$ cat config.mk
export PLATFORM = sky130hd
export DESIGN_NAME = gf_mul_tower_pipe
export DESIGN_NICKNAME = d
export VERILOG_FILES = /design/src/rtl/gf_tower_pkg.sv /design/src/rtl/gf_mul_8.sv /design/src/rtl/gf_mul_tower_pipe.sv
export SDC_FILE = /design/constraint.sdc
export NUM_CORES = 1
export LEC_CHECK = 0
export CAP_MARGIN = 25
export CORE_MARGIN = 2
export CORE_UTILIZATION = 55
export DETAILED_ROUTE_END_ITERATION = 12
export PLACE_DENSITY = 0.75
export SETUP_SLACK_MARGIN = 0.2
export SKIP_CTS_REPAIR_TIMING = 1
export SLEW_MARGIN = 20
export SYNTH_ARGS = -nofsm -noshare
export SYNTH_HDL_FRONTEND = slang
export SYNTH_SLANG_ARGS = --single-unit
$ cat constraint.sdc
create_clock -name i_clk -period 2.34 [get_ports i_clk]
set_input_delay 0.234 -clock i_clk [delete_from_list [all_inputs] [get_ports i_clk]]
set_output_delay 0.234 -clock i_clk [all_outputs]
set_load 0.01 [all_outputs]
$ cat src/rtl/gf_tower_pkg.sv
// ---------------------------------------------------------------------------
// gf_tower_pkg
// Shared constants and types for the GF(2^8)/GF(2^16)/GF(2^32) tower-field
// multiplier.
//   GF8_POLY    : low byte of the GF(2^8) reduction polynomial 0x11B
//   CST_GF2P16  : C for GF(2^16) = GF(2^8)[X]/(X^2+X+C)
//   CST_GF2P32  : C for GF(2^32) = GF(2^16)[Y]/(Y^2+Y+C)
//   SUBP        : sub-products per tower level (3 when GF_MUL_KARATSUBA_EN
//                 is defined, 4 otherwise)
//   gf_lat()    : pipeline latency for a given WIDTH (0 = illegal width)
// ---------------------------------------------------------------------------
package gf_tower_pkg;

    localparam logic [7:0]  GF8_POLY   = 8'h1B;
    localparam logic [7:0]  CST_GF2P16 = 8'h20;
    localparam logic [15:0] CST_GF2P32 = 16'h2000;

`ifdef GF_MUL_KARATSUBA_EN
    localparam int SUBP = 3;
`else
    localparam int SUBP = 4;
`endif

    // Level-a register contents of one tower level: the low product, the
    // constant-multiplied high product, and two terms whose XOR is r1.
    typedef struct packed {
        logic [7:0] lo;
        logic [7:0] cm;
        logic [7:0] x1;
        logic [7:0] x2;
    } lvl16_t;

    typedef struct packed {
        logic [15:0] lo;
        logic [15:0] cm;
        logic [15:0] x1;
        logic [15:0] x2;
    } lvl32_t;

    function automatic int gf_lat(input int width);
        case (width)
            8:       return 2;
            16:      return 4;
            32:      return 6;
            default: return 0;
        endcase
    endfunction

endpackage

$ cat src/rtl/gf_mul_8.sv
// ---------------------------------------------------------------------------
// gf_mul_8
// Purely combinational GF(2^8) multiplier, reduction polynomial 0x11B.
//   i_a, i_b : operands
//   o_p      : product i_a * i_b
// ---------------------------------------------------------------------------
module gf_mul_8
    import gf_tower_pkg::*;
(
    input  logic [7:0] i_a,
    input  logic [7:0] i_b,
    output logic [7:0] o_p
);

    logic [7:0] w_acc;
    logic [7:0] w_sh;

    // Shift-and-add: w_sh walks through i_a * x^i, reduced at each step.
    always_comb begin
        w_acc = '0;
        w_sh  = i_a;
        for (int i = 0; i < 8; i++) begin
            if (i_b[i]) w_acc = w_acc ^ w_sh;
            w_sh = {w_sh[6:0], 1'b0} ^ (w_sh[7] ? GF8_POLY : 8'h00);
        end
    end

    assign o_p = w_acc;

endmodule

$ cat src/rtl/gf_mul_tower_pipe.sv
// ---------------------------------------------------------------------------
// gf_mul_tower_pipe
// Fully pipelined GF(2^8)/GF(2^16)/GF(2^32) tower-field multiplier with a
// valid/ready stream and a sideband tag. One product per cycle, fixed
// latency (2/4/6 for WIDTH 8/16/32), single global stall enable.
//   i_clk, i_rst   : clock, synchronous active-high reset
//   i_valid/o_ready: input handshake, operands i_x, i_y, tag i_tag
//   o_valid/i_ready: output handshake, product o_o, tag o_tag
// Build option: GF_MUL_KARATSUBA_EN selects 3 sub-products per tower level
// instead of 4; results and timing are identical.
// Stages: 0 input reg, 1 GF(2^8) sub-products, then per tower level
// (a) constant multiply + partial XOR and (b) final combine.
// ---------------------------------------------------------------------------
module gf_mul_tower_pipe
    import gf_tower_pkg::*;
#(
    parameter int WIDTH = 16,
    parameter int TAG_W = 4
) (
    input  logic             i_clk,
    input  logic             i_rst,
    input  logic             i_valid,
    output logic             o_ready,
    input  logic [WIDTH-1:0] i_x,
    input  logic [WIDTH-1:0] i_y,
    input  logic [TAG_W-1:0] i_tag,
    output logic             o_valid,
    input  logic             i_ready,
    output logic [WIDTH-1:0] o_o,
    output logic [TAG_W-1:0] o_tag
);

    localparam int LAT = (gf_lat(WIDTH) < 2) ? 2 : gf_lat(WIDTH);

    if (gf_lat(WIDTH) == 0) begin : g_bad_width
        $error("gf_mul_tower_pipe: WIDTH must be 8, 16 or 32");
    end

    logic                      w_en;
    logic [LAT-1:0]            r_vld_pipe;
    logic [LAT-1:0][TAG_W-1:0] r_tag_pipe;
    logic [WIDTH-1:0]          r_x;
    logic [WIDTH-1:0]          r_y;

    // Every stage moves together; bubbles are not squeezed out on stall.
    assign w_en    = ~r_vld_pipe[LAT-1] | i_ready;
    assign o_ready = w_en;
    assign o_valid = r_vld_pipe[LAT-1];
    assign o_tag   = r_tag_pipe[LAT-1];

    always_ff @(posedge i_clk) begin
        if (i_rst) begin
            r_vld_pipe <= '0;
            r_tag_pipe <= '0;
            r_x        <= '0;
            r_y        <= '0;
        end else if (w_en) begin
            r_vld_pipe <= {r_vld_pipe[LAT-2:0], i_valid};
            r_tag_pipe <= {r_tag_pipe[LAT-2:0], i_tag};
            r_x        <= i_x;
            r_y        <= i_y;
        end
    end

    if (WIDTH == 8) begin : g_w8
        logic [7:0] w_p;
        logic [7:0] r_p;

        gf_mul_8 u_mul (.i_a(r_x), .i_b(r_y), .o_p(w_p));

        always_ff @(posedge i_clk) begin
            if (i_rst)     r_p <= '0;
            else if (w_en) r_p <= w_p;
        end

        assign o_o = r_p;
    end else begin : g_tower
        // Number of GF(2^16) products feeding the top level.
        localparam int NP16 = (WIDTH == 32) ? SUBP : 1;

        logic [NP16-1:0][15:0]           w_u;
        logic [NP16-1:0][15:0]           w_v;
        logic [NP16-1:0][SUBP-1:0][7:0]  w_p8;
        logic [NP16-1:0][SUBP-1:0][7:0]  r_p8;
        lvl16_t [NP16-1:0]               w_s2;
        lvl16_t [NP16-1:0]               r_s2;
        logic [NP16-1:0][15:0]           w_s3;
        logic [NP16-1:0][15:0]           r_s3;

        // Operand pairs of the GF(2^16) products.
        // Index order: 0 = A0B0, 1 = A1B1, 2 = mid or A0B1, 3 = A1B0.
        if (WIDTH == 16) begin : g_op16
            assign w_u[0] = r_x;
            assign w_v[0] = r_y;
        end else begin : g_op32
            assign w_u[0] = r_x[15:0];
            assign w_v[0] = r_y[15:0];
            assign w_u[1] = r_x[31:16];
            assign w_v[1] = r_y[31:16];
`ifdef GF_MUL_KARATSUBA_EN
            assign w_u[2] = r_x[15:0] ^ r_x[31:16];
            assign w_v[2] = r_y[15:0] ^ r_y[31:16];
`else
            assign w_u[2] = r_x[15:0];
            assign w_v[2] = r_y[31:16];
            assign w_u[3] = r_x[31:16];
            assign w_v[3] = r_y[15:0];
`endif
        end

        for (genvar k = 0; k < NP16; k++) begin : g_p16
            logic [SUBP-1:0][7:0] w_a;
            logic [SUBP-1:0][7:0] w_b;
            logic [7:0]           w_cm;

            always_comb begin
                w_a    = '0;
                w_b    = '0;
                w_a[0] = w_u[k][7:0];
                w_b[0] = w_v[k][7:0];
                w_a[1] = w_u[k][15:8];
                w_b[1] = w_v[k][15:8];
`ifdef GF_MUL_KARATSUBA_EN
                w_a[2] = w_u[k][7:0] ^ w_u[k][15:8];
                w_b[2] = w_v[k][7:0] ^ w_v[k][15:8];
`else
                w_a[2] = w_u[k][7:0];
                w_b[2] = w_v[k][15:8];
                w_a[3] = w_u[k][15:8];
                w_b[3] = w_v[k][7:0];
`endif
            end

            for (genvar m = 0; m < SUBP; m++) begin : g_m
                gf_mul_8 u_mul (.i_a(w_a[m]), .i_b(w_b[m]), .o_p(w_p8[k][m]));
            end

            gf_mul_8 u_cst (.i_a(r_p8[k][1]), .i_b(CST_GF2P16), .o_p(w_cm));

            // r1 = x1 ^ x2: schoolbook (a0b1^a1b0) ^ a1b1, Karatsuba mid ^ a0b0.
`ifdef GF_MUL_KARATSUBA_EN
            assign w_s2[k] = {r_p8[k][0], w_cm, r_p8[k][2], r_p8[k][0]};
`else
            assign w_s2[k] = {r_p8[k][0], w_cm, r_p8[k][2] ^ r_p8[k][3], r_p8[k][1]};
`endif
            assign w_s3[k] = {r_s2[k].x1 ^ r_s2[k].x2, r_s2[k].lo ^ r_s2[k].cm};
        end

        always_ff @(posedge i_clk) begin
            if (i_rst) begin
                r_p8 <= '0;
                r_s2 <= '0;
                r_s3 <= '0;
            end else if (w_en) begin
                r_p8 <= w_p8;
                r_s2 <= w_s2;
                r_s3 <= w_s3;
            end
        end

        if (WIDTH == 16) begin : g_out16
            assign o_o = r_s3[0];
        end else begin : g_lvl32
            logic [7:0]  w_h20;
            logic [15:0] w_cm32;
            lvl32_t      w_s4;
            lvl32_t      r_s4;
            logic [31:0] r_s5;

            // C = {c1,0} with c1 = 0x20, times P11 = {h,l}:
            //   lo = 0x20 * (c1 * h), hi = c1 * (h ^ l)
            gf_mul_8 u_c0 (.i_a(r_s3[1][15:8]), .i_b(CST_GF2P32[15:8]), .o_p(w_h20));
            gf_mul_8 u_c1 (.i_a(w_h20), .i_b(CST_GF2P16), .o_p(w_cm32[7:0]));
            gf_mul_8 u_c2 (.i_a(r_s3[1][15:8] ^ r_s3[1][7:0]), .i_b(CST_GF2P32[15:8]),
                           .o_p(w_cm32[15:8]));

`ifdef GF_MUL_KARATSUBA_EN
            assign w_s4 = {r_s3[0], w_cm32, r_s3[2], r_s3[0]};
`else
            assign w_s4 = {r_s3[0], w_cm32, r_s3[2] ^ r_s3[3], r_s3[1]};
`endif

            always_ff @(posedge i_clk) begin
                if (i_rst) begin
                    r_s4 <= '0;
                    r_s5 <= '0;
                end else if (w_en) begin
                    r_s4 <= w_s4;
                    r_s5 <= {r_s4.x1 ^ r_s4.x2, r_s4.lo ^ r_s4.cm};
                end
            end

            assign o_o = r_s5;
        end
    end

endmodule

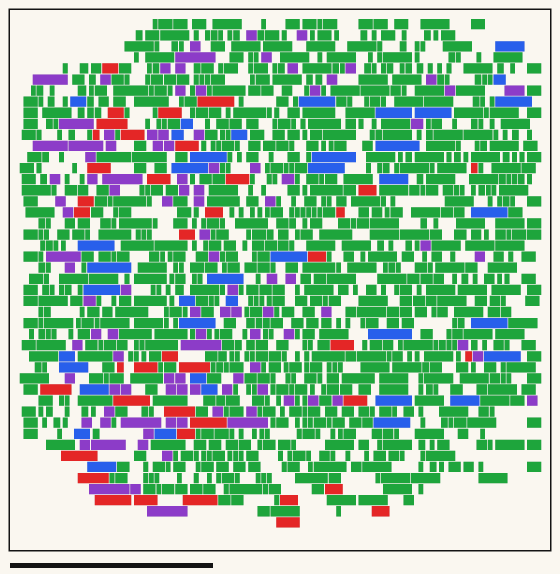
run_1/sizing.png
Bar = 50 um.
legend:
  x1 and smaller:
    colour: green
    cells: 1031
    share: 85%
  x3 and x4:
    colour: purple
    cells: 104
    share: 8.6%
  x2:
    colour: red
    cells: 40
    share: 3.3%
  x6 and larger:
    colour: blue
    cells: 39
    share: 3.2%
Non-clk bufs: 161
synth-to-layout area growth: 22.1%
worst setup margin: 247 ps
fin area: 11100 sq um

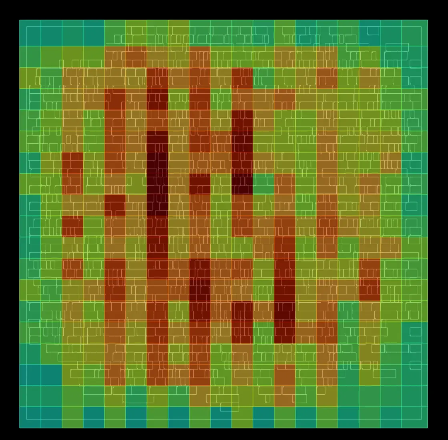
run_1/congestion_map.png
GRT Resource Usage Total: 0.260
Most Crowded Layer GR: met2
Final Core Density: 0.678

==> out/qor.csv, run 1 <==
stage;metric;value;unit
cells_and_area;Filler cells;1330;
critical_path;cells on worst reg2reg path;7;
drt;Antenna Nets Post-Route;0;
drt;DR iter-0 viols;701;
clocking;clock sink count;132;
clocking;CTS clk-pin slew, worst paths;60;ps
die;Init Core Util;0.555;
global_routing;first-pass GRT wire length;36000;um
logic_synthesis;top-count cell post-synth;nand2_1;
logic_synthesis;share of flip-flops with an asynchronous set or reset;0;
die;vertical die size;133;um
logic_synthesis;Distinct cells, synth;30;
logic_synthesis;yosys simple share;0.189;
power;Worst VDD drop;588;uV
logic_synthesis;yosys cell count;1131;
clocking;H-tree Lvls;4;
cells_and_area;flop count;132;
power;post-layout power;8.30;mW
logic_synthesis;comb area leader;XOR/XNOR gates;
outcome;status;finished, final reports clean;
critical_path;CP top delay family;XOR/XNOR gates;
die;Die Wd;133;um
placement;# port buffers;61;
sta;Hold Slack;194;ps
job;tool warnings;27;
cells_and_area;Flop area;2670;sq um
sta;Slew headroom;0.699;
logic_synthesis;Compound Share, Synth;0.0989;
critical_path;Crit path depth;7;
logic_synthesis;post-synthesis sequential area ratio;0.290;
critical_path;Worst EP required;2690;ps
sta;fin crit share;0.894;
global_routing;vias in the first global route;6918;
clocking;total CTS buffers;17;
critical_path;Crit-path slowest cell;xnor3_2;
logic_synthesis;flip-flops with a built-in enable;0;
sta;Worst Tran Pin Value;448;ps
clocking;Longest Clk Path Bufs;2;
logic_synthesis;Mean Syn Cell Area;8.05;sq um
cells_and_area;logic area;6080;sq um
sta;Total Negative Setup Slacks;0;ps
cells_and_area;combinational share of cell area;0.547;
cells_and_area;Largest regs;g_tower.r_p8: 32 flops, g_tower.r_s2: 32 flops;
die;die area;17600;sq um
hold_path;Hold Path Depth;2;
sta;Final Setup Violations;0;
cells_and_area;largest class;combinational gates;
critical_path;crit path max fanout;5;
cells_and_area;share of cells above drive strength 1;0.151;
logic_synthesis;Synth top cells by count;nand2_1, xnor2_1, dfxtp_1;
critical_path;crit path buf inv count;1;
cells_and_area;Layout clock area frac;0.0564;
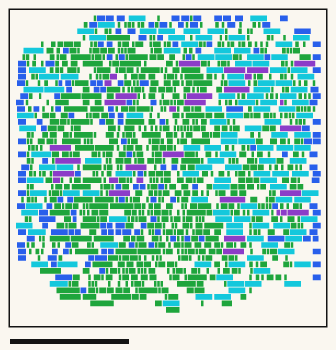
run_1/class_map.png
Bar = 50 um.
legend:
  remaining logic cells:
    colour: green
    cells: 890
    share_of_their_area: 56%
  registers:
    colour: cyan
    cells: 132
    share_of_their_area: 25%
  clock drivers and dummy loads:
    colour: purple
    cells: 31
    share_of_their_area: 5.8%
  remaining buffers and delay cells:
    colour: blue
    cells: 161
    share_of_their_area: 13%
Core ar.: 16400 sq um
cell row count: 47
Seq area share: 0.240

run 1: layer usage:
layer / vias to the layer above / GRT usage / share of wire
met5: - / 0 / 0
met4: 0 / 0.0759 / 0.025
met3: 44 / 0.0460 / 0.056
met2: 273 / 0.427 / 0.47
met1: 3480 / 0.353 / 0.45
li1: 3753 / - / -
run 1: per-stage QoR:
stage	cell area [sq um]	cells
floorplan	9110	1131
global placement	10100	1378
detailed placement	10100	1378
CTS	10700	1409
global route	11100	1434
finish	11100	1434
run 1: path summary, 6_finish.rpt:
kind	startpoint	to	slack, ps
worst max-delay path	g_tower.w_u[13]	g_tower.r_p8[9]	250
worst min-delay path	i_rst	r_vld_pipe[3]	190
worst max register to register	g_tower.w_u[13]	g_tower.r_p8[9]	250
worst min register to register	o_tag[0]	o_tag[0]	450
run 1: placed cells by master (no fill, tap or decap), types with 6 or more instances in the layout:
cell type | synthesis | routed
a211oi_2 | 3 | 6
a211oi_1 | 57 | 54
nor2_1 | 65 | 65
mux2_2 | 6 | 6
xor2_2 | 6 | 6
buf_12 | 0 | 6
mux2i_1 | 17 | 17
xor2_1 | 44 | 41
nand2_1 | 371 | 371
buf_4 | 13 | 86
xor3_1 | 12 | 8
a21oi_1 | 74 | 74
xor2_4 | 4 | 7
clkbuf_16 | 0 | 17
dfxtp_4 | 0 | 6
buf_6 | 1 | 6
xnor3_1 | 28 | 27
xnor2_1 | 176 | 173
dfxtp_1 | 132 | 121
clkdlybuf4s50_1 | 0 | 60
run 1: where the power goes:
group	internal [mW]	switching (mW)	leakage, nW
logic	1.38	1.14	3.13
clock network	1.79	1.05	0.306
registers	2.62	0.314	1.10
total	5.79	2.50	4.53
## Run 2: what changed since run 1
CAP_MARGIN = 0   (was 25)
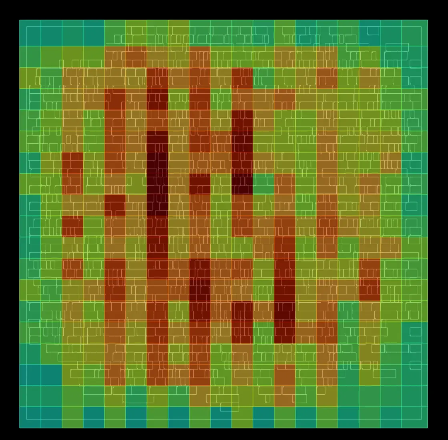
run_2/congestion_map.png
met2 Usage GRT: 0.427
met1 global-route usage: 0.353
met3 Usage GRT: 0.0460
wire per inst: 16.1 um

==> run 2 against run 1 <==
  * Worst setup slack unchanged
  * Count of clock-buffer cells in the layout stayed put
  * Synthesized cell count did not move
  * Largest power group unchanged
  * Combinational power is essentially flat
  * Sequential power barely moved
  * Clock power hardly changed
  * Total power stayed put
  * Global-route usage unchanged
  * Via count did not move
  * Maximum frequency stayed put
  * Final area is the same
  * Worst hold slack unchanged
==> out/qor.csv, run 2 <==
stage;metric;value;unit
outcome;status;finished, final reports clean;
cells_and_area;fin area;11100;sq um
drt;DR iter-0 viols;701;
power;Clk network pwr share;0.343;
clocking;CTS clk-pin slew, worst paths;60;ps
hold_path;Hold Path Sink;r_vld_pipe[3];
sta;Hold Slack;194;ps
critical_path;R2R setup slack;250;ps
power;Worst VDD drop;588;uV
clocking;H-tree Lvls;4;
power;Int Power;5.79;mW
logic_synthesis;top-count cell post-synth;nand2_1;
job;tool warnings;27;
die;Core ar.;16400;sq um
die;Die Wd;133;um
critical_path;crit path max fanout;5;
power;post-layout power;8.30;mW
global_routing;first-pass GRT wire length;36000;um
logic_synthesis;Compound Share, Synth;0.0989;
sta;Slew headroom;0.699;
placement;placed cell count;1378;
hold_path;Hold Path Depth;2;
logic_synthesis;yosys cell count;1131;
die;die area;17600;sq um
cells_and_area;Layout Cells excl Fill;1434;
sta;Total Negative Setup Slacks;0;ps
logic_synthesis;yosys simple share;0.189;
logic_synthesis;Mean Syn Cell Area;8.05;sq um
critical_path;Crit-path slowest cell;xnor3_2;
logic_synthesis;Synth top cells by count;nand2_1, xnor2_1, dfxtp_1;
power;Psw;2.50;mW
sta;fin crit share;0.894;
drt;Antenna Nets Post-Route;0;
power;net switching fraction of the power;0.302;
critical_path;Worst EP required;2690;ps
hold_path;hold path start;i_rst;
cells_and_area;synth-to-layout area growth;22.1;%
critical_path;cells on worst reg2reg path;7;
critical_path;critical path endpoint category;flop;
logic_synthesis;post-synthesis sequential area ratio;0.290;
logic_synthesis;flip-flops with a built-in enable;0;
global_routing;GRT Resource Usage Total;0.260;
sta;worst setup margin;247;ps
critical_path;R2R Path End;g_tower.r_p8[9];
cells_and_area;Largest regs;g_tower.r_p8: 32 flops, g_tower.r_s2: 32 flops;
power;Combinational Power Share;0.304;
clocking;Longest Clk Path Bufs;2;
logic_synthesis;Distinct cells, synth;30;
drt;Post-Route WL;23100;um
global_routing;vias in the first global route;6918;
clocking;clock sink count;132;
placement;placed cell areas;10100;sq um
critical_path;FF-to-FF Start;g_tower.w_u[13];
die;Init Core Util;0.555;
die;cell row count;47;
logic_synthesis;comb area leader;XOR/XNOR gates;
sta;Worst Tran Pin Value;448;ps
placement;# port buffers;61;
cells_and_area;share of cells above drive strength 1;0.151;
clocking;total CTS buffers;17;
cells_and_area;most frequent cells in the layout;nand2_1, xnor2_1, dfxtp_1;
cells_and_area;Filler cells;1330;
power;register share of total power;0.353;
==> run 2: cell counts after synthesis <==
Identical to the previous run, type by type.
==> run 2: worst max-delay path, delay by kind of cell (launching register included) <==
| kind | cells | cell delay [ps] |
|---|---|---|
| xor gates and xnor gates | 3 | 860 |
| muxes | 1 | 300 |
| AOI/OAI and AO/OA | 2 | 360 |
| buffers and inverters | 1 | 130 |
| DFF | 1 | 360 |
==> run 2: per-layer routing <==
metal	vias to the layer above	GRT usage	share of wire
li1	3753	-	-
met3	44	0.0460	0.056
met5	-	0	0
met2	273	0.427	0.47
met1	3480	0.353	0.45
met4	0	0.0759	0.025
==> run 2: area by class of cell <==
cell class	instances	area, sq um	share of cell area
Timing Repair Buffer	161	1460	0.131
Clock inverter	14	201	0.0181
Clock buffer	17	425	0.0383
Sequential cell	132	2670	0.240
Inverter	1	8.76	0.000788
Multi-Input combinational cell	889	6080	0.547
Tap cell	220	275	0.0248
==> run 2: cell families (layout without fill, tap and decap cells) <==
logic type      after synthesis  in the layout
compound gates              144            144
xor+xnor                    273            273
buf+inv                     110            193
flops                       132            132
mux                          23             23
simple gates                449            449
==> run 2: how the worst max path moves through the flow <==
stage	cells after the start	start	to
final	7	g_tower.w_u[13]	g_tower.r_p8[9]
after detailed placement	7	g_tower.w_u[5]	g_tower.r_p8[3]
after global routing	7	g_tower.w_u[13]	g_tower.r_p8[9]
after floorplan	9	g_tower.w_u[7]	g_tower.r_p8[19]
after global placement	7	g_tower.w_u[5]	g_tower.r_p8[19]
after CTS	7	g_tower.w_u[5]	g_tower.r_p8[19]
==> run 2: power by group through the flow <==
stage	logic [mW]	registers, mW	clock network [mW]
finish	2.52	2.93	2.85
global route	2.72	2.98	3.00
CTS	2.41	2.93	2.90
detailed placement	2.39	2.98	0
global placement	2.35	2.97	0
floorplan	1.80	2.87	0
run_2/ff_map.png
Bar = 50 um.
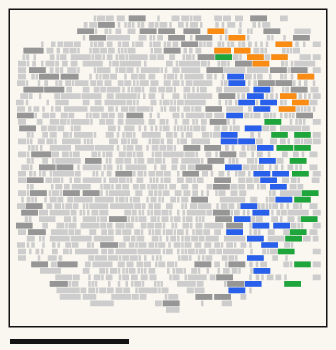

## Run 3: what changed since run 2
SKIP_CTS_REPAIR_TIMING = unset   (was 1)
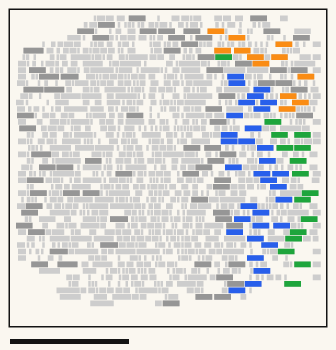
run_3/ff_map.png
Bar = 50 um.
legend:
  `r_tag_pipe`:
    colour: orange
    sequential_cells: 12
    where: north-east
  `g_tower.r_s2`:
    colour: blue
    sequential_cells: 32
  `o_o`:
    colour: green
    sequential_cells: 16
Flop area: 2670 sq um
Seq area share: 0.242
Final Core Density: 0.674

==> run 3 against run 2 <==
  * Combinational power hardly changed
  * Synthesized cell count stayed put
  * Clock skew is 3.2 ps higher
  * Sequential power hardly changed
  * Via count is 0.44% higher
  * Die area stayed put
  * Global-route usage hardly changed
  * Final area is 0.57% lower
==> out/qor.csv, run 3 <==
stage;metric;value;unit
clocking;CTS root buf;clkbuf_16;
logic_synthesis;flip-flops with a built-in enable;0;
placement;gpl congestion;0.983;
cells_and_area;share of cells above drive strength 1;0.146;
critical_path;crit path max fanout;8;
power;Worst VDD drop;588;uV
logic_synthesis;top cell type by total area after synthesis;dfxtp_1;
clocking;cts-stage hold buffer count;0;
cells_and_area;Top cell excl fill/tap;nand2_1;
global_routing;initial antenna violation count;0;
logic_synthesis;Mean Syn Cell Area;8.05;sq um
critical_path;Setup crit start kind;flop;
sta;Slew headroom;0.682;
sta;Final Skew;10.8;ps
clocking;clock sink count;132;
critical_path;Worst EP required;2670;ps
logic_synthesis;#FFs+latches synth;132;
job;tool warnings;28;
drt;Post-Route WL;22900;um
sta;min Tclk post-route;2100;ps
critical_path;CP top delay family;XOR/XNOR gates;
logic_synthesis;yosys warns;0;
sta;max-slew violations;0;
drt;vias;7583;
die;Boundary Pins;62;
placement;# port buffers;61;
sta;fin crit share;0.896;
cells_and_area;fin area;11100;sq um
die;Die Wd;133;um
logic_synthesis;post-synthesis sequential area ratio;0.290;
clocking;clk ins delay skew pair;430;ps
logic_synthesis;synthesized instance count;1131;
critical_path;CP dominant cell by count;xor2_4;
clocking;Longest Clk Path Bufs;2;
critical_path;crit path cell chain;buf_4 > xor2_4 > xor2_4 > nand2_1 > xnor2_2 > xnor3_1 > a211oi_1;
drt;Via density;5.31;
die;Core ar.;16400;sq um
global_routing;first-pass GRT wire length;36100;um
die;vertical die size;133;um
sta;Final Setup Violations;0;
cells_and_area;Largest regs;g_tower.r_p8: 32 flops, g_tower.r_s2: 32 flops;
die;cell row count;47;
drt;# DRC;0;
sta;Worst Tran Pin Value;474;ps
cells_and_area;nets@finish;1237;
logic_synthesis;share of flip-flops with an asynchronous set or reset;0;
placement;Detailed Place HPWL;15700;um
logic_synthesis;yosys cell count;1131;
global_routing;GRT Resource Usage Total;0.261;
logic_synthesis;Synth Cell Area;9110;sq um
job;Max Cap Viol;0;
clocking;Setup Fix Bufs, Post-CTS;1;
global_routing;largest net degree at the start of global routing;95;
critical_path;Crit-path slowest cell;xnor3_1;
power;PD cells;750;nW/um^2
clocking;H-tree Lvls;4;
logic_synthesis;Top cell area share;0.290;
sta;final hold violation count;0;
cells_and_area;synth-to-layout area growth;21.4;%
cells_and_area;most frequent cells in the layout;nand2_1, xnor2_1, dfxtp_1;
drt;DR iter-0 viols;698;
placement;placed cell areas;10100;sq um
cells_and_area;Ant. Diodes;0;
logic_synthesis;top-count cell post-synth;nand2_1;
drt;TritonRoute pass-1 iters;6;
power;Pleak;4.50;nW
logic_synthesis;Distinct cells, synth;30;
hold_path;HP Class;input port to flop;
cells_and_area;Filler cells;1339;
logic_synthesis;Yosys chip area;9110;sq um
global_routing;vias in the first global route;6930;
drt;Antenna Nets Post-Route;0;
clocking;total CTS buffers;17;
drt;wire per inst;16.0;um
die;Init Core Util;0.555;
logic_synthesis;Synth top cells by count;nand2_1, xnor2_1, dfxtp_1;
logic_synthesis;main flop type;dfxtp_1;
outcome;status;finished, final reports clean;
critical_path;crit path buf inv count;1;
clocking;CTS clk-pin slew, worst paths;60;ps
sta;Total Negative Setup Slacks;0;ps
logic_synthesis;Synth area leaders;dfxtp_1, xnor2_1, nand2_1, xnor3_1, a211oi_1;
global_routing;total grt overflow;0;
die;die area;17600;sq um
clocking;PostCTS Resize Cnt;12;
critical_path;CP Class;flop to flop;
critical_path;critical path endpoint category;flop;
## run 3: cell counts after synthesis
No cell type changed its count.
## run 3: final cells by class
cell class              count  area (sq um)  share of cell area
clock inverters            14           201              0.0182
well taps                 220           275              0.0249
repair buffers            156          1390               0.126
clock buffers              17           425              0.0385
flip-flops and latches    132          2670               0.242
inverters                   1          8.76            0.000792
multi-input cells         889          6080               0.550
## run 3: logic make-up (layout without fill, tap and decap cells)
kind of cell	Yosys count	count (layout)	share of synthesized area
xor gates and xnor gates	273	273	0.341
and+or+nand+nor	449	449	0.189
DFF	132	132	0.290
AOI/OAI and AO/OA	144	144	0.0989
muxes	23	23	0.0261
buffers and inverters	110	188	0.0551
## run 3: final timing paths
check                           to             from  slack, ps  cells past startpoint
setup / recovery  g_tower.r_p8[14]  g_tower.w_u[13]        240                      7
hold / removal       r_vld_pipe[3]            i_rst        190                      2
setup reg to reg  g_tower.r_p8[14]  g_tower.w_u[13]        240                      7
hold reg to reg           o_tag[0]         o_tag[0]        450                      2
## run 3: layer usage
metal  vias to the layer above  wire length (um)  GRT usage
met2                       293             10800      0.427
met3                        54              1420     0.0460
met4                         0               579     0.0753
met5                         -                 0          0
li1                       3746                 -          -
met1                      3490             10200      0.353
## run 3: where the power goes
| group | internal [mW] | switching, mW |
|---|---|---|
| sequential | 2.62 | 0.315 |
| combinational | 1.37 | 1.14 |
| clock | 1.79 | 1.06 |
## run 3: through the flow
step	setup slack [ps]	hold slack, ps	power (mW)	cells	utilization
6_report	244	192	8.29	1429	0.674
5_1_grt	156	199	8.68	1429	0.674
4_1_cts	189	176	8.25	1410	0.657
3_5_place_dp	9.68	443	5.37	1378	0.617
3_3_place_gp	59.8	437	5.32	1378	0.617
2_1_floorplan	246	374	4.67	1131	-
Power is estimated from default activity; no workload was simulated.
